**config.mk**
```make
export PLATFORM = sky130hd
export DESIGN_NAME = bc_imem_loader_flat
export DESIGN_NICKNAME = d
export VERILOG_FILES = /design/src/rtl/bc_loader_pkg.sv /design/src/rtl/cg_memory_interface.sv /design/src/rtl/bc_byte_packer.sv /design/src/rtl/bc_imem_loader.sv /design/src/flat_wrapper.sv
export SDC_FILE = /design/constraint.sdc
export NUM_CORES = 1
export LEC_CHECK = 0
export ABC_AREA = 1
export CORE_UTILIZATION = 54
export DETAILED_ROUTE_END_ITERATION = 8
export PLACE_DENSITY = 0.86
export SYNTH_ARGS = -nofsm -noshare
export SYNTH_HDL_FRONTEND = slang
export SYNTH_HIERARCHICAL = 1
export SYNTH_SLANG_ARGS = --single-unit
export TNS_END_PERCENT = 30
```
**constraint.sdc**
```tcl
create_clock -name i_clk -period 2.65 [get_ports i_clk]
set_input_delay 0.3975 -clock i_clk [delete_from_list [all_inputs] [get_ports i_clk]]
set_output_delay 0.3975 -clock i_clk [all_outputs]
set_load 0.02 [all_outputs]
```
**src/rtl/bc_loader_pkg.sv**
```systemverilog
// Shared types and helpers for the instruction-memory loader.
//   loader_state_t  : loader FSM state encoding
//   BYTE_WIDTH      : width of one byte-stream beat
//   bytes_per_word  : number of byte beats per memory word
package bc_loader_pkg;

  typedef enum logic [1:0] {IDLE, COLLECT, WRITE, DONE} loader_state_t;

  localparam int BYTE_WIDTH = 8;

  function automatic int bytes_per_word(input int data_width);
    return data_width / BYTE_WIDTH;
  endfunction

endpackage

```
**src/rtl/cg_memory_interface.sv**
```systemverilog
// Memory port bundle shared by the imem writer (loader) and the memory.
//   wen         : write strobe
//   wdata_valid : write data qualifier (asserted together with wen)
//   waddr       : word address
//   wdata       : write data
interface CG_memory_interface #(
  parameter int DATA_WIDTH = 32,
  parameter int ADDR_WIDTH = 32
);
  logic                  wen;
  logic                  wdata_valid;
  logic [ADDR_WIDTH-1:0] waddr;
  logic [DATA_WIDTH-1:0] wdata;

  modport writer (output wen, wdata_valid, waddr, wdata);
  modport mem    (input  wen, wdata_valid, waddr, wdata);
endinterface

```
**src/rtl/bc_byte_packer.sv**
```systemverilog
// Little-endian byte-to-word assembler.
//   i_clk, i_rstn : clock, synchronous active-low reset
//   i_clr         : drop any partial word and restart at byte 0 (wins over push)
//   i_push        : a byte is being accepted this cycle
//   i_byte        : byte data
//   o_word        : word including the byte presented this cycle
//   o_full        : this push completes the word (o_word is then final)
module bc_byte_packer
  import bc_loader_pkg::*;
#(
  parameter int DATA_WIDTH = 32
) (
  input  logic                  i_clk,
  input  logic                  i_rstn,
  input  logic                  i_clr,
  input  logic                  i_push,
  input  logic [BYTE_WIDTH-1:0] i_byte,
  output logic [DATA_WIDTH-1:0] o_word,
  output logic                  o_full
);
  localparam int BPW   = bytes_per_word(DATA_WIDTH);
  localparam int IDX_W = (BPW > 1) ? $clog2(BPW) : 1;

  logic [IDX_W-1:0]      r_idx;
  logic [DATA_WIDTH-1:0] r_word;
  logic [DATA_WIDTH-1:0] w_next;
  logic                  w_last;

  assign w_last = (r_idx == IDX_W'(BPW - 1));

  // Current byte merged into its lane so the top can capture a full word
  // in the same cycle the last byte arrives.
  always_comb begin
    w_next = r_word;
    w_next[r_idx*BYTE_WIDTH +: BYTE_WIDTH] = i_byte;
  end

  assign o_word = w_next;
  assign o_full = i_push & w_last;

  always_ff @(posedge i_clk) begin
    if (!i_rstn || i_clr) begin
      r_idx  <= '0;
      r_word <= '0;
    end else if (i_push) begin
      if (w_last) begin
        r_idx  <= '0;
        r_word <= '0;
      end else begin
        r_idx  <= r_idx + 1'b1;
        r_word <= w_next;
      end
    end
  end

endmodule

```
**src/rtl/bc_imem_loader.sv**
```systemverilog
// Instruction-memory loader: takes a host byte stream, packs little-endian
// words and writes them to consecutive word addresses while holding the
// fetch stage in pipeline reset.
//   i_clk, i_rstn   : clock, synchronous active-low reset
//   if_mem          : memory write port (wen, wdata_valid, waddr, wdata)
//   i_start         : begin a load (IDLE only); latches base and count
//   i_abort         : cancel the load in COLLECT/WRITE
//   i_base_addr     : first word address
//   i_word_count    : words to load (0 = immediate done)
//   i_byte_valid/i_byte/o_byte_ready : byte-stream handshake
//   o_busy          : load in progress
//   o_done          : one-cycle completion pulse
//   o_core_prst     : pipeline reset to the fetch stage
//   o_checksum      : XOR of words written in the current/last load
module bc_imem_loader
  import bc_loader_pkg::*;
#(
  parameter int DATA_WIDTH = 32,
  parameter int ADDR_WIDTH = 32,
  parameter int CNT_WIDTH  = 16
) (
  input  logic                  i_clk,
  input  logic                  i_rstn,
  CG_memory_interface.writer    if_mem,
  input  logic                  i_start,
  input  logic                  i_abort,
  input  logic [ADDR_WIDTH-1:0] i_base_addr,
  input  logic [CNT_WIDTH-1:0]  i_word_count,
  input  logic                  i_byte_valid,
  input  logic [BYTE_WIDTH-1:0] i_byte,
  output logic                  o_byte_ready,
  output logic                  o_busy,
  output logic                  o_done,
  output logic                  o_core_prst,
  output logic [DATA_WIDTH-1:0] o_checksum
);
  loader_state_t         r_state;
  logic [ADDR_WIDTH-1:0] r_base;
  logic [CNT_WIDTH-1:0]  r_count;
  logic [CNT_WIDTH-1:0]  r_wcnt;
  logic                  r_wen;
  logic [ADDR_WIDTH-1:0] r_waddr;
  logic [DATA_WIDTH-1:0] r_wdata;
  logic                  r_byte_ready;
  logic                  r_busy;
  logic                  r_done;
  logic                  r_prst;
  logic [DATA_WIDTH-1:0] r_cksum;

  logic                  w_accept;
  logic                  w_active;
  logic                  w_pk_clr;
  logic                  w_pk_push;
  logic                  w_pk_full;
  logic [DATA_WIDTH-1:0] w_pk_word;
  logic [CNT_WIDTH-1:0]  w_wcnt_inc;

  // ready is only ever high in COLLECT, so accept implies COLLECT
  assign w_accept   = i_byte_valid & r_byte_ready;
  assign w_active   = (r_state == COLLECT) || (r_state == WRITE);
  // Packer is held clear in IDLE and on abort; abort beats a final byte.
  assign w_pk_clr   = (r_state == IDLE) || (w_active && i_abort);
  assign w_pk_push  = w_accept & ~i_abort;
  assign w_wcnt_inc = r_wcnt + 1'b1;

  bc_byte_packer #(.DATA_WIDTH(DATA_WIDTH)) u_packer (
    .i_clk  (i_clk),
    .i_rstn (i_rstn),
    .i_clr  (w_pk_clr),
    .i_push (w_pk_push),
    .i_byte (i_byte),
    .o_word (w_pk_word),
    .o_full (w_pk_full)
  );

  always_ff @(posedge i_clk) begin
    if (!i_rstn) begin
      r_state      <= IDLE;
      r_base       <= '0;
      r_count      <= '0;
      r_wcnt       <= '0;
      r_wen        <= 1'b0;
      r_waddr      <= '0;
      r_wdata      <= '0;
      r_byte_ready <= 1'b0;
      r_busy       <= 1'b0;
      r_done       <= 1'b0;
      r_prst       <= 1'b0;
      r_cksum      <= '0;
    end else begin
      r_wen  <= 1'b0;
      r_done <= 1'b0;
      unique case (r_state)
        IDLE: begin
          if (i_start) begin
            r_base  <= i_base_addr;
            r_count <= i_word_count;
            r_wcnt  <= '0;
            r_cksum <= '0;
            r_busy  <= 1'b1;
            r_prst  <= 1'b1;
            if (i_word_count == '0) begin
              r_state <= DONE;
              r_done  <= 1'b1;
            end else begin
              r_state      <= COLLECT;
              r_byte_ready <= 1'b1;
            end
          end
        end
        COLLECT: begin
          if (i_abort) begin
            r_state      <= IDLE;
            r_byte_ready <= 1'b0;
            r_busy       <= 1'b0;
            r_prst       <= 1'b0;
          end else if (w_pk_full) begin
            r_state      <= WRITE;
            r_wen        <= 1'b1;
            r_waddr      <= r_base + ADDR_WIDTH'(r_wcnt);
            r_wdata      <= w_pk_word;
            r_byte_ready <= 1'b0;
          end
        end
        WRITE: begin
          // The strobe is already on the bus this cycle, so the word counts
          // toward the checksum even if an abort arrives alongside it.
          r_cksum <= r_cksum ^ r_wdata;
          r_wcnt  <= w_wcnt_inc;
          if (i_abort) begin
            r_state <= IDLE;
            r_busy  <= 1'b0;
            r_prst  <= 1'b0;
          end else if (w_wcnt_inc == r_count) begin
            r_state <= DONE;
            r_done  <= 1'b1;
          end else begin
            r_state      <= COLLECT;
            r_byte_ready <= 1'b1;
          end
        end
        DONE: begin
          r_state <= IDLE;
          r_busy  <= 1'b0;
          r_prst  <= 1'b0;
        end
        default: r_state <= IDLE;
      endcase
    end
  end

  assign if_mem.wen         = r_wen;
  assign if_mem.wdata_valid = r_wen;
  assign if_mem.waddr       = r_waddr;
  assign if_mem.wdata       = r_wdata;

  assign o_byte_ready = r_byte_ready;
  assign o_busy       = r_busy;
  assign o_done       = r_done;
  assign o_core_prst  = r_prst;
  assign o_checksum   = r_cksum;

endmodule
```
**src/flat_wrapper.sv**
```systemverilog
// flat-port wrapper written by rule: the top's interface ports become plain ports
module bc_imem_loader_flat import bc_loader_pkg::*;
#(
  parameter int DATA_WIDTH = 32,
  parameter int ADDR_WIDTH = 32,
  parameter int CNT_WIDTH  = 16
)
  (i_clk, i_rstn, i_start, i_abort, i_base_addr, i_word_count, i_byte_valid, i_byte, o_byte_ready, o_busy, o_done, o_core_prst, o_checksum, if_mem_wen, if_mem_wdata_valid, if_mem_waddr, if_mem_wdata);
  CG_memory_interface #(.DATA_WIDTH(DATA_WIDTH), .ADDR_WIDTH(ADDR_WIDTH)) if_mem_i ();
  input  logic i_clk;
  input  logic i_rstn;
  input  logic i_start;
  input  logic i_abort;
  input  logic [ADDR_WIDTH-1:0] i_base_addr;
  input  logic [CNT_WIDTH-1:0] i_word_count;
  input  logic i_byte_valid;
  input  logic [BYTE_WIDTH-1:0] i_byte;
  output logic o_byte_ready;
  output logic o_busy;
  output logic o_done;
  output logic o_core_prst;
  output logic [DATA_WIDTH-1:0] o_checksum;
  output wire logic [$bits(if_mem_i.wen)-1:0] if_mem_wen;
  output wire logic [$bits(if_mem_i.wdata_valid)-1:0] if_mem_wdata_valid;
  output wire logic [$bits(if_mem_i.waddr)-1:0] if_mem_waddr;
  output wire logic [$bits(if_mem_i.wdata)-1:0] if_mem_wdata;
  assign if_mem_wen = if_mem_i.wen;
  assign if_mem_wdata_valid = if_mem_i.wdata_valid;
  assign if_mem_waddr = if_mem_i.waddr;
  assign if_mem_wdata = if_mem_i.wdata;
  bc_imem_loader #(.DATA_WIDTH(DATA_WIDTH), .ADDR_WIDTH(ADDR_WIDTH), .CNT_WIDTH(CNT_WIDTH)) u_core (.i_clk(i_clk), .i_rstn(i_rstn), .if_mem(if_mem_i), .i_start(i_start), .i_abort(i_abort), .i_base_addr(i_base_addr), .i_word_count(i_word_count), .i_byte_valid(i_byte_valid), .i_byte(i_byte), .o_byte_ready(o_byte_ready), .o_busy(o_busy), .o_done(o_done), .o_core_prst(o_core_prst), .o_checksum(o_checksum));
endmodule
```
==> flow_summary_export.csv <==
group,metric,value,unit
setup_path,end_kind,"flip-flop",
setup_path,rr_endpoint,"u_core/if_mem.waddr[28]",
setup_path,timing.setup.critical_path_class,"flip-flop to flip-flop",
floorplan,initCoreUtil,0.553,
power_and_ir_drop,part_of_the_power_in_combinational_logic,0.184,
power_and_ir_drop,comb_power,1.36,mW
layout,final_cell_mix,"sky130_fd_sc_hd__nand2_1, sky130_fd_sc_hd__nor2_1, sky130_fd_sc_hd__dfxtp_1, sky130_fd_sc_hd__clkdlybuf4s50_1, sky130_fd_sc_hd__a21oi_1",
sta,timing.clock.skew,0.0196,ns
setup_path,ff_to_ff_path_depth,16,
logic_synthesis,yosys_register_bits,200,
logic_synthesis,yosys.area.top_type_share,0.402,
placed_design,place_inst,1816,
setup_path,critical_path_peak_fanout,7,
placed_design,place_worst_setup_slack,0.280,ns
sta,final-setup-viol-count,0,
layout,finalInstanceArea,12500,sq um
layout,layout.core_utilization,0.692,
logic_synthesis,ys_cells,1465,
global_routing,maximum_number_of_pins_on_one_net_before_global_route_repair,74,
global_routing,grt_first_pass_wirelength,45400,microns
setup_path,worst_setup_path_startpoint,"u_core/r_wcnt[0]",
sta,setup_repair_after_global_routing_missed_its_margin,"false",
floorplan,io-pin-count,163,
layout,nNetsFinal,1695,
setup_path,crit_family,"simple AND/OR/NAND/NOR gates",
setup_path,cp-start-kind,"flip-flop",
clock_network,htree_levels,4,
setup_path,worstReg2RegStart,"u_core/r_wcnt[0]",
logic_synthesis,synth_area_per_cell,6.80,sq um
clock_network,clock_latency_of_the_later_clocked_register_in_the_worst_skew_pair,0.45,ns
sta,max_freq,0.422,GHz
logic_synthesis,dominantRegCellSynth,"sky130_fd_sc_hd__dfxtp_1",
setup_path,cp_slowest_cell,"sky130_fd_sc_hd__fa_1",
route,route.detailed.drc,0,
floorplan,design.core.area,18000,sq um
sta,setup_total_negative_slack,0,ns
setup_path,worstPathCellList,"ha_1, fa_1, nand3_1, nand2_1, inv_1, nor2_1, nor2_1, o21bai_1, nand2_1, nand2_1, nand2_1, nor2_1, nand2_1, nand3_1, nand2_1, inv_1",
clock_network,cts.repair.resized,0,
logic_synthesis,post_synthesis_cell_area,9970,sq um
sta,slew_headroom,0.599,
power_and_ir_drop,seq_pwr_share,0.445,
sta,final_report_max_slew_violation_count,0,
setup_path,critical_path.max_stage_delay,0.41,ns
clock_network,cts-buffers-inserted,17,
logic_synthesis,yosysSeqAreaShare,0.402,
power_and_ir_drop,power.ir.vdd_worst,383,uV
clock_network,ctsRootBufferMaster,"sky130_fd_sc_hd__clkbuf_16",
power_and_ir_drop,p_switching,2.45,mW
layout,area_delta_synth_final,25.1,%
logic_synthesis,synth_top_cell_by_area,"sky130_fd_sc_hd__dfxtp_1",
floorplan,fp.dieH,138,microns
placed_design,dpl.hpwl,20700,microns
power_and_ir_drop,total_power,7.40,mW
setup_path,crit_required,3.00,ns
power_and_ir_drop,powerSeq,3.29,mW
outcome,status,"finished clean",
flow_run,max-cap-violations,0,
flow_run,stage_log_warnings,34,
clock_network,cts_num_sinks,200,
placed_design,port_buffers,162,
min_path,worstHoldPathType,"primary input to flip-flop",
power_and_ir_drop,power.share.clock,0.372,
setup_path,ff2ff_setup_slack,0.28,ns
power_and_ir_drop,leakagePower,5.23,nW
sta,finalHoldViolCount,0,
sta,finalWorstPathRequiredPeriod,2.37,ns
floorplan,num_rows,49,
clock_network,clock_tree_from_tritoncts,"built",
sta,hold_slack,0.377,ns
logic_synthesis,ys.warnings.count,6,
global_routing,first_global_vias,9446,
setup_path,worst_path_most_repeated_cell,"sky130_fd_sc_hd__nand2_1",
route,detail_route.vias_per_cell,5.54,
setup_path,path_buffers,2,
power_and_ir_drop,power-top-group,"sequential cells",
clock_network,path_clk_slew,0.08,ns
clock_network,cts_hold_buffers,0,
min_path,min_to,"u_core/u_packer/r_idx[1]",
sta,worst-slew-pin-transition,0.602,ns
min_path,hold_path.startpoint,"i_rstn",
power_and_ir_drop,powerClk,2.75,mW
sta,setup_ws,0.282,ns
power_and_ir_drop,swShare,0.332,
clock_network,cts_post_setup_buffers_inserted,0,
sta,period_used_share,0.894,
global_routing,initial_antenna_violation_count,0,
-- per-layer routing --
layer,vias to the layer above,share of wire,global-route usage
li1,5055,-,-
met1,4746,0.42,0.369
met2,358,0.48,0.521
met3,78,0.052,0.0471
met4,0,0.042,0.156
met5,-,0,0
-- Yosys cell counts (4+ instances only) --
master,instances
sky130_fd_sc_hd__xnor2_1,6
sky130_fd_sc_hd__nand3b_1,5
sky130_fd_sc_hd__xor2_1,13
sky130_fd_sc_hd__a21oi_1,138
sky130_fd_sc_hd__clkbuf_1,48
sky130_fd_sc_hd__o21ai_1,5
sky130_fd_sc_hd__dfxtp_1,200
sky130_fd_sc_hd__a21o_1,5
sky130_fd_sc_hd__nor2_2,20
sky130_fd_sc_hd__clkinv_1,4
sky130_fd_sc_hd__nand4_1,18
sky130_fd_sc_hd__and3_1,23
sky130_fd_sc_hd__nor2_1,209
sky130_fd_sc_hd__ha_1,27
sky130_fd_sc_hd__nand3_1,72
sky130_fd_sc_hd__nand2_1,326
sky130_fd_sc_hd__nor3_1,31
sky130_fd_sc_hd__o21ai_0,134
sky130_fd_sc_hd__buf_2,7
sky130_fd_sc_hd__nor2_4,5
sky130_fd_sc_hd__nor4_1,8
sky130_fd_sc_hd__nand2_2,5
sky130_fd_sc_hd__inv_1,126
-- area by class of cell --
type                            count  area [sq um]
Fill cell                        1540          5560
Sequential cell                   200          4000
Timing Repair Buffer              183          1790
Tap cell                          229           287
Multi-Input combinational cell   1072          5240
Clock inverter                     15           229
Clock buffer                       17           425
Inverter                          132           498
-- logic make-up after synthesis --
group | share of synthesized area
adders and majority gates | 0.0359
buffers and inverters | 0.0749
AOI/OAI and AO/OA | 0.155
xor gates and xnor gates | 0.0190
and+or+nand+nor | 0.313
DFF | 0.402
Figure 1. Routed metal, one color a layer.
The bar under the picture is 50 microns long.
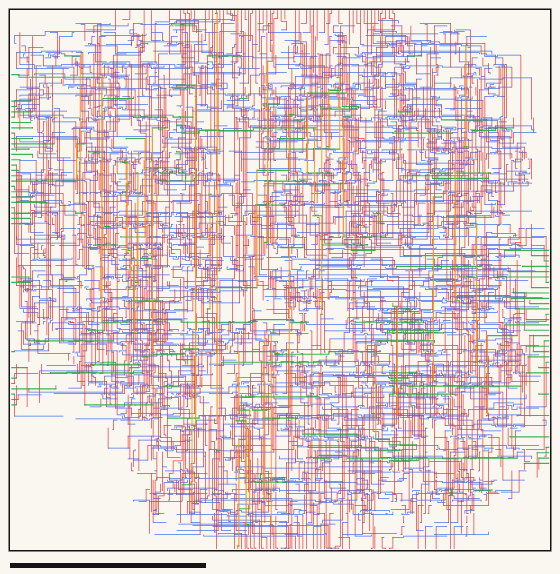
legend:
  orange:
    layer: met4
    wire_length: 1200 microns
  red:
    layer: met2
    wire_length: 13900 microns
  green:
    layer: met3
    wire_length: 1500 microns
  blue:
    layer: met1
    wire_length: 12100 microns
count of vias placed by the detailed router: 10200
total routed wirelength: 28700 microns
GRT Util Overall: 0.305
Wirelength per Cell: 15.5 microns

Figure 2. Gate families picked out.
The bar under the picture is 50 microns long.
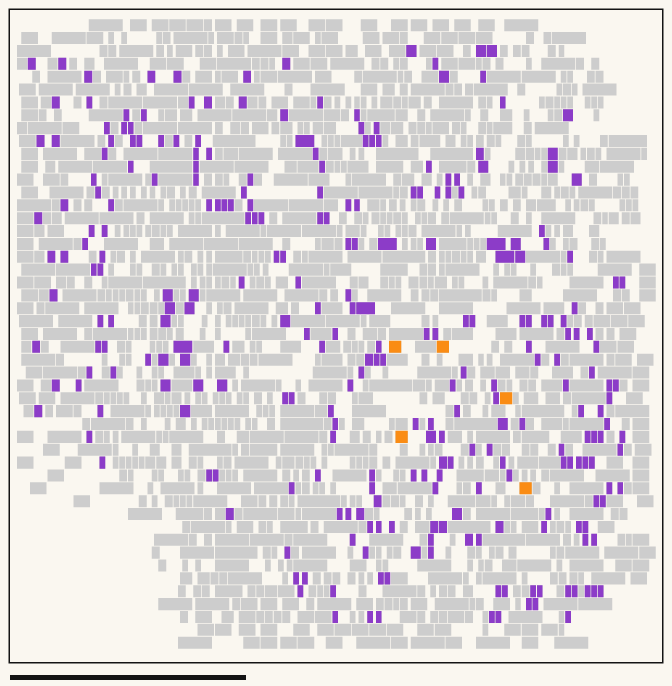
legend:
  orange:
    family: AND-OR and OR-AND gates
    cells: 5
    most_used: a21o_1
  purple:
    family: NOR gates
    cells: 273
    most_used: nor2_1
    where: widely spread
most common library cell in the layout ignoring fill and taps: sky130_fd_sc_hd__nand2_1
Post-Layout Cell Count: 1848

Figure 3. Track usage over the die.
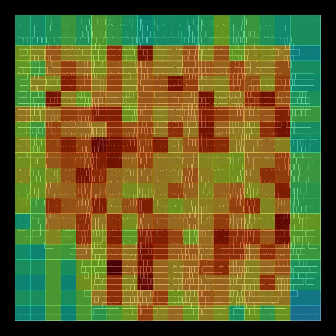
highest-utilization routing layer at the global route stage: met2
met1 demand-to-capacity share in global routing: 0.369
met2 Usage GRT: 0.521
met3 demand-to-capacity share in global routing: 0.0471

Power figures rest on the tool's default switching activity, not on a simulated workload.
